==> config.mk <==
export PLATFORM = sky130hd
export DESIGN_NAME = numchar_seq_flat
export DESIGN_NICKNAME = d
export VERILOG_FILES = /design/src/rtl/numchar_seq_if.sv /design/src/rtl/numchar_seq.sv /design/src/flat_wrapper.sv
export SDC_FILE = /design/constraint.sdc
export NUM_CORES = 1
export LEC_CHECK = 0
export ABC_AREA = 1
export CAP_MARGIN = 20
export CORE_AREA = 4 4 124 126
export CTS_BUF_LIST = sky130_fd_sc_hd__clkbuf_4 sky130_fd_sc_hd__clkbuf_8
export DETAILED_ROUTE_END_ITERATION = 10
export DIE_AREA = 0 0 128 130
export PLACE_DENSITY = 0.71
export SYNTH_ARGS = -nofsm -noshare
export SYNTH_HDL_FRONTEND = slang
export SYNTH_SLANG_ARGS = --single-unit
==> constraint.sdc <==
create_clock -name clk -period 1.57 [get_ports clk]
set_input_delay 0.314 -clock clk [delete_from_list [all_inputs] [get_ports clk]]
set_output_delay 0.314 -clock clk [all_outputs]
set_load 0.01 [all_outputs]
==> src/rtl/numchar_seq_if.sv <==
// Bundle for the NUM/CHAR/HLT sequencer: dispatch/writeback to main control plus the
// NUM and CHAR conversion-unit handshakes. The sequencer itself uses the slave modport.
interface numchar_seq_if;
   logic        start;
   logic [5:0]  field;
   logic [30:0] a_in;
   logic [30:0] x_in;
   logic        resume;
   logic        busy;
   logic        done;
   logic        err;
   logic        illegal;
   logic        halt;
   logic [30:0] a_out;
   logic        a_we;
   logic [30:0] x_out;
   logic        x_we;
   logic        ovf_set;
   logic        num_start;
   logic [59:0] num_in;
   logic [29:0] num_out;
   logic        num_stop;
   logic        char_start;
   logic [29:0] char_in;
   logic [59:0] char_out;
   logic        char_stop;

   modport master (
      output start, field, a_in, x_in, resume,
      output num_out, num_stop, char_out, char_stop,
      input  busy, done, err, illegal, halt,
      input  a_out, a_we, x_out, x_we, ovf_set,
      input  num_start, num_in, char_start, char_in
   );

   modport slave (
      input  start, field, a_in, x_in, resume,
      input  num_out, num_stop, char_out, char_stop,
      output busy, done, err, illegal, halt,
      output a_out, a_we, x_out, x_we, ovf_set,
      output num_start, num_in, char_start, char_in
   );
endinterface

==> src/rtl/numchar_seq.sv <==
// MIX C=5 sequencer (NUM/CHAR/HLT): launches the shared conversion unit, watches for stop
// with a timeout, writes rA/rX back. Define NUMCHAR_OVF_EN to add NUM overflow detection.
module numchar_seq #(
   parameter int unsigned TIMEOUT = 32
) (
   input  logic         clk,
   input  logic         rst_n,
   numchar_seq_if.slave bus
);

   typedef enum logic [2:0] {IDLE, LAUNCH, WAIT, WRITE, DONE} state_t;

   localparam logic [7:0] TO_LAST = 8'(TIMEOUT - 1);

   state_t      state_q, state_d;
   logic        op_char_q;
   logic        err_q;
   logic        ill_q;
   logic        halt_q;
   logic [30:0] a_q;
   logic [30:0] x_q;
   logic [7:0]  cnt_q;
   logic [59:0] opnd;
   logic        accept;
   logic        sel_stop;
   logic        go_write;
   logic        ovf_hit;
   logic        timed_out;

   assign accept    = (state_q == IDLE) && bus.start && !halt_q;
   assign sel_stop  = op_char_q ? bus.char_stop : bus.num_stop;
   assign opnd      = {a_q[29:0], x_q[29:0]};
   assign timed_out = (state_q == WAIT) && !go_write && (cnt_q == TO_LAST);

`ifdef NUMCHAR_OVF_EN
   typedef enum logic [1:0] {CMP_EQ, CMP_GT, CMP_LT} cmp_t;

   cmp_t        cmp_q;
   logic [3:0]  idx_q;
   logic        stop_seen_q;
   logic        cmp_done;
   logic [59:0] opnd_sh;
   logic [5:0]  byte_v;
   logic [3:0]  dig;
   logic [3:0]  ref_d;

   // Digits of 1073741824 (2^30), most significant first.
   always_comb begin
      opnd_sh = opnd << (6 * idx_q);
      byte_v  = opnd_sh[59:54];
      dig     = 4'(byte_v % 6'd10);
      case (idx_q)
         4'd0:    ref_d = 4'd1;
         4'd1:    ref_d = 4'd0;
         4'd2:    ref_d = 4'd7;
         4'd3:    ref_d = 4'd3;
         4'd4:    ref_d = 4'd7;
         4'd5:    ref_d = 4'd4;
         4'd6:    ref_d = 4'd1;
         4'd7:    ref_d = 4'd8;
         4'd8:    ref_d = 4'd2;
         4'd9:    ref_d = 4'd4;
         default: ref_d = 4'd0;
      endcase
   end

   assign cmp_done = (idx_q == 4'd10);

   always_ff @(posedge clk) begin
      if (!rst_n) begin
         cmp_q       <= CMP_EQ;
         idx_q       <= '0;
         stop_seen_q <= 1'b0;
      end else if (accept) begin
         cmp_q       <= CMP_EQ;
         idx_q       <= '0;
         stop_seen_q <= 1'b0;
      end else begin
         if ((state_q == LAUNCH || state_q == WAIT) && !cmp_done) begin
            idx_q <= idx_q + 4'd1;
            if (cmp_q == CMP_EQ) begin
               if (dig > ref_d)      cmp_q <= CMP_GT;
               else if (dig < ref_d) cmp_q <= CMP_LT;
            end
         end
         if (state_q == WAIT && sel_stop) stop_seen_q <= 1'b1;
      end
   end

   // A stop that arrives before the compare finishes is remembered, not lost.
   assign go_write = (sel_stop || stop_seen_q) && (op_char_q || cmp_done);
   assign ovf_hit  = (cmp_q != CMP_LT);
`else
   assign go_write = sel_stop;
   assign ovf_hit  = 1'b0;
`endif

   always_ff @(posedge clk) begin
      if (!rst_n) state_q <= IDLE;
      else        state_q <= state_d;
   end

   always_comb begin
      state_d = state_q;
      case (state_q)
         IDLE: begin
            if (accept) begin
               if (bus.field == 6'd0 || bus.field == 6'd1) state_d = LAUNCH;
               else                                        state_d = DONE;
            end
         end
         LAUNCH: state_d = WAIT;
         WAIT: begin
            if (go_write)       state_d = WRITE;
            else if (timed_out) state_d = DONE;
         end
         WRITE:   state_d = DONE;
         DONE:    state_d = IDLE;
         default: state_d = IDLE;
      endcase
   end

   always_ff @(posedge clk) begin
      if (!rst_n) begin
         op_char_q <= 1'b0;
         err_q     <= 1'b0;
         ill_q     <= 1'b0;
         halt_q    <= 1'b0;
         a_q       <= '0;
         x_q       <= '0;
         cnt_q     <= '0;
      end else begin
         if (accept) begin
            op_char_q <= bus.field[0];
            err_q     <= 1'b0;
            ill_q     <= (bus.field > 6'd2);
            a_q       <= bus.a_in;
            x_q       <= bus.x_in;
            cnt_q     <= '0;
         end else if (state_q == WAIT) begin
            cnt_q <= cnt_q + 8'd1;
            if (timed_out) err_q <= 1'b1;
         end
         // A same-cycle HLT dispatch overrides resume.
         if (accept && bus.field == 6'd2) halt_q <= 1'b1;
         else if (bus.resume)            halt_q <= 1'b0;
      end
   end

   assign bus.busy       = (state_q != IDLE);
   assign bus.done       = (state_q == DONE);
   assign bus.err        = (state_q == DONE) && err_q;
   assign bus.illegal    = (state_q == DONE) && ill_q;
   assign bus.halt       = halt_q;
   assign bus.num_start  = (state_q == LAUNCH) && !op_char_q;
   assign bus.char_start = (state_q == LAUNCH) && op_char_q;
   assign bus.num_in     = opnd;
   assign bus.char_in    = a_q[29:0];
   assign bus.a_we       = (state_q == WRITE);
   assign bus.x_we       = (state_q == WRITE) && op_char_q;
   assign bus.ovf_set    = (state_q == WRITE) && !op_char_q && ovf_hit;

   always_comb begin
      bus.a_out = '0;
      bus.x_out = '0;
      if (state_q == WRITE) begin
         if (op_char_q) begin
            bus.a_out = {a_q[30], bus.char_out[59:30]};
            bus.x_out = {x_q[30], bus.char_out[29:0]};
         end else begin
            bus.a_out = {a_q[30], bus.num_out};
         end
      end
   end

endmodule

==> src/flat_wrapper.sv <==
// flat-port wrapper written by rule: the top's interface ports become plain ports
module numchar_seq_flat 
#(
   parameter int unsigned TIMEOUT = 32
)
  (clk, rst_n, bus_start, bus_field, bus_a_in, bus_x_in, bus_resume, bus_num_out, bus_num_stop, bus_char_out, bus_char_stop, bus_busy, bus_done, bus_err, bus_illegal, bus_halt, bus_a_out, bus_a_we, bus_x_out, bus_x_we, bus_ovf_set, bus_num_start, bus_num_in, bus_char_start, bus_char_in);
  numchar_seq_if bus_i ();
  input  logic clk;
  input  logic rst_n;
  input wire logic [$bits(bus_i.start)-1:0] bus_start;
  input wire logic [$bits(bus_i.field)-1:0] bus_field;
  input wire logic [$bits(bus_i.a_in)-1:0] bus_a_in;
  input wire logic [$bits(bus_i.x_in)-1:0] bus_x_in;
  input wire logic [$bits(bus_i.resume)-1:0] bus_resume;
  input wire logic [$bits(bus_i.num_out)-1:0] bus_num_out;
  input wire logic [$bits(bus_i.num_stop)-1:0] bus_num_stop;
  input wire logic [$bits(bus_i.char_out)-1:0] bus_char_out;
  input wire logic [$bits(bus_i.char_stop)-1:0] bus_char_stop;
  output wire logic [$bits(bus_i.busy)-1:0] bus_busy;
  output wire logic [$bits(bus_i.done)-1:0] bus_done;
  output wire logic [$bits(bus_i.err)-1:0] bus_err;
  output wire logic [$bits(bus_i.illegal)-1:0] bus_illegal;
  output wire logic [$bits(bus_i.halt)-1:0] bus_halt;
  output wire logic [$bits(bus_i.a_out)-1:0] bus_a_out;
  output wire logic [$bits(bus_i.a_we)-1:0] bus_a_we;
  output wire logic [$bits(bus_i.x_out)-1:0] bus_x_out;
  output wire logic [$bits(bus_i.x_we)-1:0] bus_x_we;
  output wire logic [$bits(bus_i.ovf_set)-1:0] bus_ovf_set;
  output wire logic [$bits(bus_i.num_start)-1:0] bus_num_start;
  output wire logic [$bits(bus_i.num_in)-1:0] bus_num_in;
  output wire logic [$bits(bus_i.char_start)-1:0] bus_char_start;
  output wire logic [$bits(bus_i.char_in)-1:0] bus_char_in;
  assign bus_i.start = bus_start;
  assign bus_i.field = bus_field;
  assign bus_i.a_in = bus_a_in;
  assign bus_i.x_in = bus_x_in;
  assign bus_i.resume = bus_resume;
  assign bus_i.num_out = bus_num_out;
  assign bus_i.num_stop = bus_num_stop;
  assign bus_i.char_out = bus_char_out;
  assign bus_i.char_stop = bus_char_stop;
  assign bus_busy = bus_i.busy;
  assign bus_done = bus_i.done;
  assign bus_err = bus_i.err;
  assign bus_illegal = bus_i.illegal;
  assign bus_halt = bus_i.halt;
  assign bus_a_out = bus_i.a_out;
  assign bus_a_we = bus_i.a_we;
  assign bus_x_out = bus_i.x_out;
  assign bus_x_we = bus_i.x_we;
  assign bus_ovf_set = bus_i.ovf_set;
  assign bus_num_start = bus_i.num_start;
  assign bus_num_in = bus_i.num_in;
  assign bus_char_start = bus_i.char_start;
  assign bus_char_in = bus_i.char_in;
  numchar_seq #(.TIMEOUT(TIMEOUT)) u_core (.clk(clk), .rst_n(rst_n), .bus(bus_i));
endmodule
M4 wires:
Supply wires on this layer in gray.
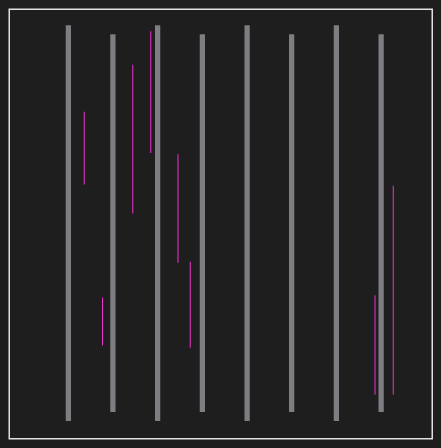
main direction: vertical
wire length on this layer: 269 µm
nets with wire on the layer: 5
longest straight run: 63.2 µm
share of all routed wire: 1.5%
final WL: 18.0 mm
DR vias: 5179

Cell sizes after repair:
Scale bar: 50 µm.
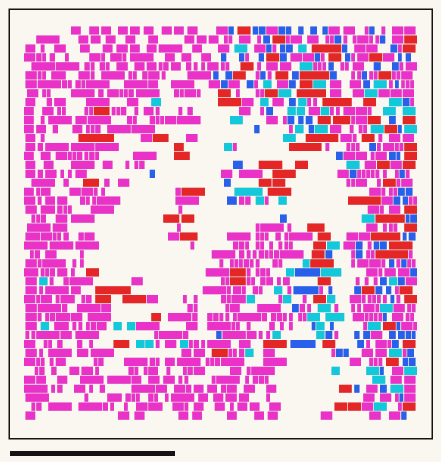
[magenta] drive 1 or less | cells: 732 | share: 74%
[red] drive 6 and up | cells: 84 | share: 8.5%
[cyan] drive 3 to 4 | cells: 61 | share: 6.2%
[blue] drive 2 | cells: 111 | share: 11%
area growth from synthesis to layout: 85.4%
bufs w/o clock: 385
fin area: 8300 µm²
PnR worst setup slack: -0.190 ns

Sequential cells colored by netlist name:
Other sequential cells in the stronger gray, the rest of the logic in the fainter gray.
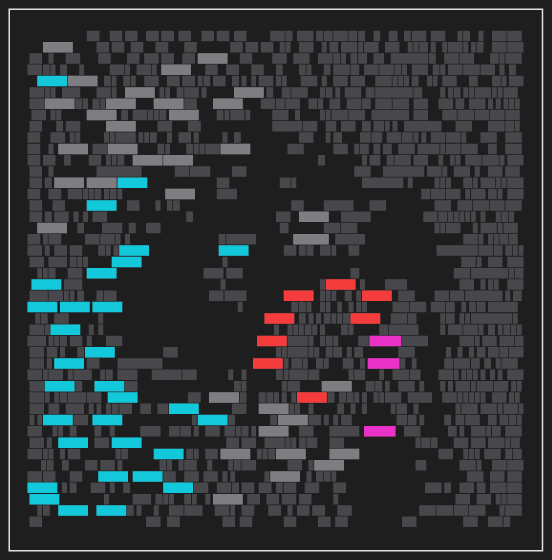
[cyan] u_core.x_q | flops: 31
[magenta] u_core.state_q | flops: 3
[red] u_core.cnt_q | flops: 8 | where: center
Flop area: 1550 µm²
Seq/total area: 0.187
Power Sequential: 2.22 mW

Clock nets:
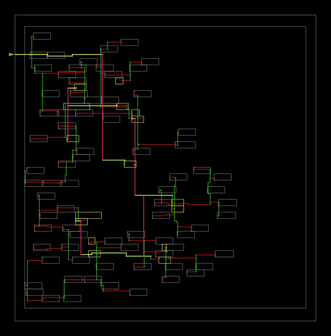
Flops: 77
clock group power: 1.72 mW
clk_buf instances: 11
number of CTS-inserted buffers: 9
Sink Count: 77

Clock wires, drivers and flops:
Scale bar: 50 µm.
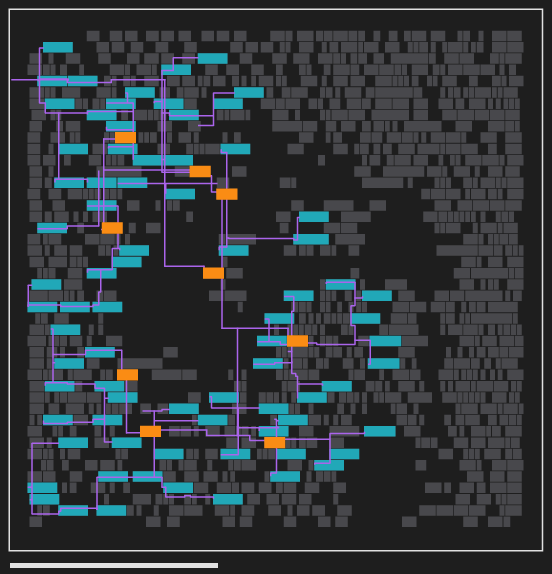
[purple] clock wires | length: 1050 µm
[cyan] flip-flops | count: 77
[orange] cells driving clock nets | count: 9
routed clock nets: 10
clock skew: 0.00678 ns
Clock power frac: 0.302
clk_lat worst skew: 0.35 ns

-- kinds of logic (layout without fill, tap and decap cells) --
| group | Yosys count | in the layout | share of synthesized area |
|---|---|---|---|
| compound gates | 78 | 78 | 0.0881 |
| xor+xnor | 1 | 1 | 0.00196 |
| fa+ha+maj | 1 | 1 | 0.00280 |
| buf+inv | 180 | 454 | 0.236 |
| flops | 77 | 77 | 0.344 |
| other cells | 1 | 1 | 0.000838 |
| simple gates | 376 | 376 | 0.326 |
-- cell type report --
type / instances / area (µm²) / area share
tap: 184 / 230 / 0.0278
clock inverter: 5 / 82.6 / 0.00995
multi-input combinational: 457 / 2230 / 0.269
clock buffer: 11 / 145 / 0.0175
sequential: 77 / 1550 / 0.187
timing repair buffer: 385 / 3840 / 0.463
inverter: 53 / 214 / 0.0258
-- registers in the layout (all words and copies together) (netlist names) --
| name | count |
|---|---|
| u_core.bus.halt | 1 |
| u_core.state_q | 3 |
| u_core.ill_q | 1 |
| u_core.x_q | 31 |
| u_core.err_q | 1 |
| u_core.a_q | 31 |
| u_core.cnt_q | 8 |
| u_core.op_char_q | 1 |
-- synthesized netlist by cell type (all sizes together) --
library cell    n  area share
a21oi           8      0.0089
a31oi           1      0.0014
buf           108        0.18
clkbuf         19       0.016
conb            1     0.00084
dfxtp          77        0.34
ha              1      0.0028
inv            53       0.044
nand2         177        0.15
nand3          10       0.011
nand4           1      0.0014
nor2          186        0.16
nor3            2      0.0022
o21ai          68       0.076
o21bai          1      0.0017
xor2            1      0.0020
-- power by group --
part	total [mW]	leakage, nW	internal (mW)	switching, mW
Clock	1.72	0.117	0.963	0.757
Combinational	1.76	3.51	0.960	0.796
Sequential	2.22	0.638	2.12	0.102
Total	5.69	4.26	4.04	1.66
-- worst reg2reg max path, delay by kind of cell, from the launching register on --
family / cells / cell delay, ns
simple gates: 3 / 0.48
buf+inv: 3 / 0.38
flops: 1 / 0.35
compound gates: 2 / 0.17
-- path summary, 6_finish.rpt --
kind / cells past startpoint / from / slack, ns / endpoint
hold / removal: 3 / rst_n / 0.37 / u_core.state_q[0]
hold reg to reg: 2 / u_core.ill_q / 0.47 / u_core.ill_q
setup reg to reg: 8 / u_core.state_q[0] / 0.07 / u_core.a_q[30]
setup / recovery: 6 / u_core.op_char_q / -0.19 / bus_x_out[15]
-- per-layer routing --
layer	global-route usage	vias to the layer above	wire [µm]
li1	-	2619	-
met1	0.220	2327	6890
met2	0.331	215	9140
met3	0.0667	18	1740
met4	0.0556	0	269
met5	0	-	0
-- timing repair --
action	in CTS	in global routing
buffers inserted	9	12
gates cloned	5	6
resized	407	175
setup endpoints to repair	151	116
pin swaps	1	37
==> flow_metrics.py <==
# Auto-generated metrics
metrics = {
    "yosys": {
        "ys_cells": 714,
        "synthCells": 714,
        "synth.net_count": 879,
        "syn-mean-instance-area_um2": 6.27,
        "synth_area_um2": 4480,
        "synth_warnings": 0,
        "ys_seq_frac": 0.344,
    },
    "final_timing": {
        "period_needed_ns": 1.76,
        "drv_slew": 0,
        "setup_viol": 69,
        "min_period_over_period": 1.12,
        "setup_slack_ns": -0.190,
        "setup-tns-final_ns": -7.78,
        "rsz0062_at_grt": "yes",
    },
    "setup_path": {
        "crit_required_ns": 1.26,
        "crit_chain": "buf_6 > buf_16 > buf_6 > nand2_1 > nor2_1 > buf_2",
        "crit_path_start_kind": "flop",
        "crit_path_frequent_cell": "buf_6",
        "cp_slowest_cell": "dfxtp_4",
        "end_kind": "output port",
        "crit_type": "flop to output port",
        "crit_buf_inv": 4,
        "cp_max_fo": 8,
    },
    "cells_and_area": {
        "drive_above_1_share": 0.259,
        "finalNonFillerCells": 1172,
        "num-fill-cells": 1354,
        "nets": 1148,
    },
    "floorplan": {
        "die_h_um": 130,
        "io_pins": 326,
    },
    "grt": {
        "antenna_found_initial": 0,
        "grt_pass1_wl_mm": 25.2,
        "grt.total_usage": 0.190,
    },
    "clock_network": {
        "ctsHoldBuffers": 0,
        "clk_pin_slew_ns": 0.08,
    },
    "run_status": {
        "status": "complete, but fails checks",
        "violations": "negative setup slack",
    },
    "power_and_ir_drop": {
        "pwr_density_cell_nw_per_um2": 686,
        "power_leakage_nw": 4.26,
        "power.total_mw": 5.69,
    },
    "routing": {
        "first_pass_iters": 4,
        "drt-vias-per-instance": 4.42,
        "final_antenna_net_count": 0,
        "wl_per_cell_um": 15.4,
    },
    "run": {
        "maxCapViolCount": 0,
    },
}
No activity file was given, so power comes from the tool's default toggle rates.
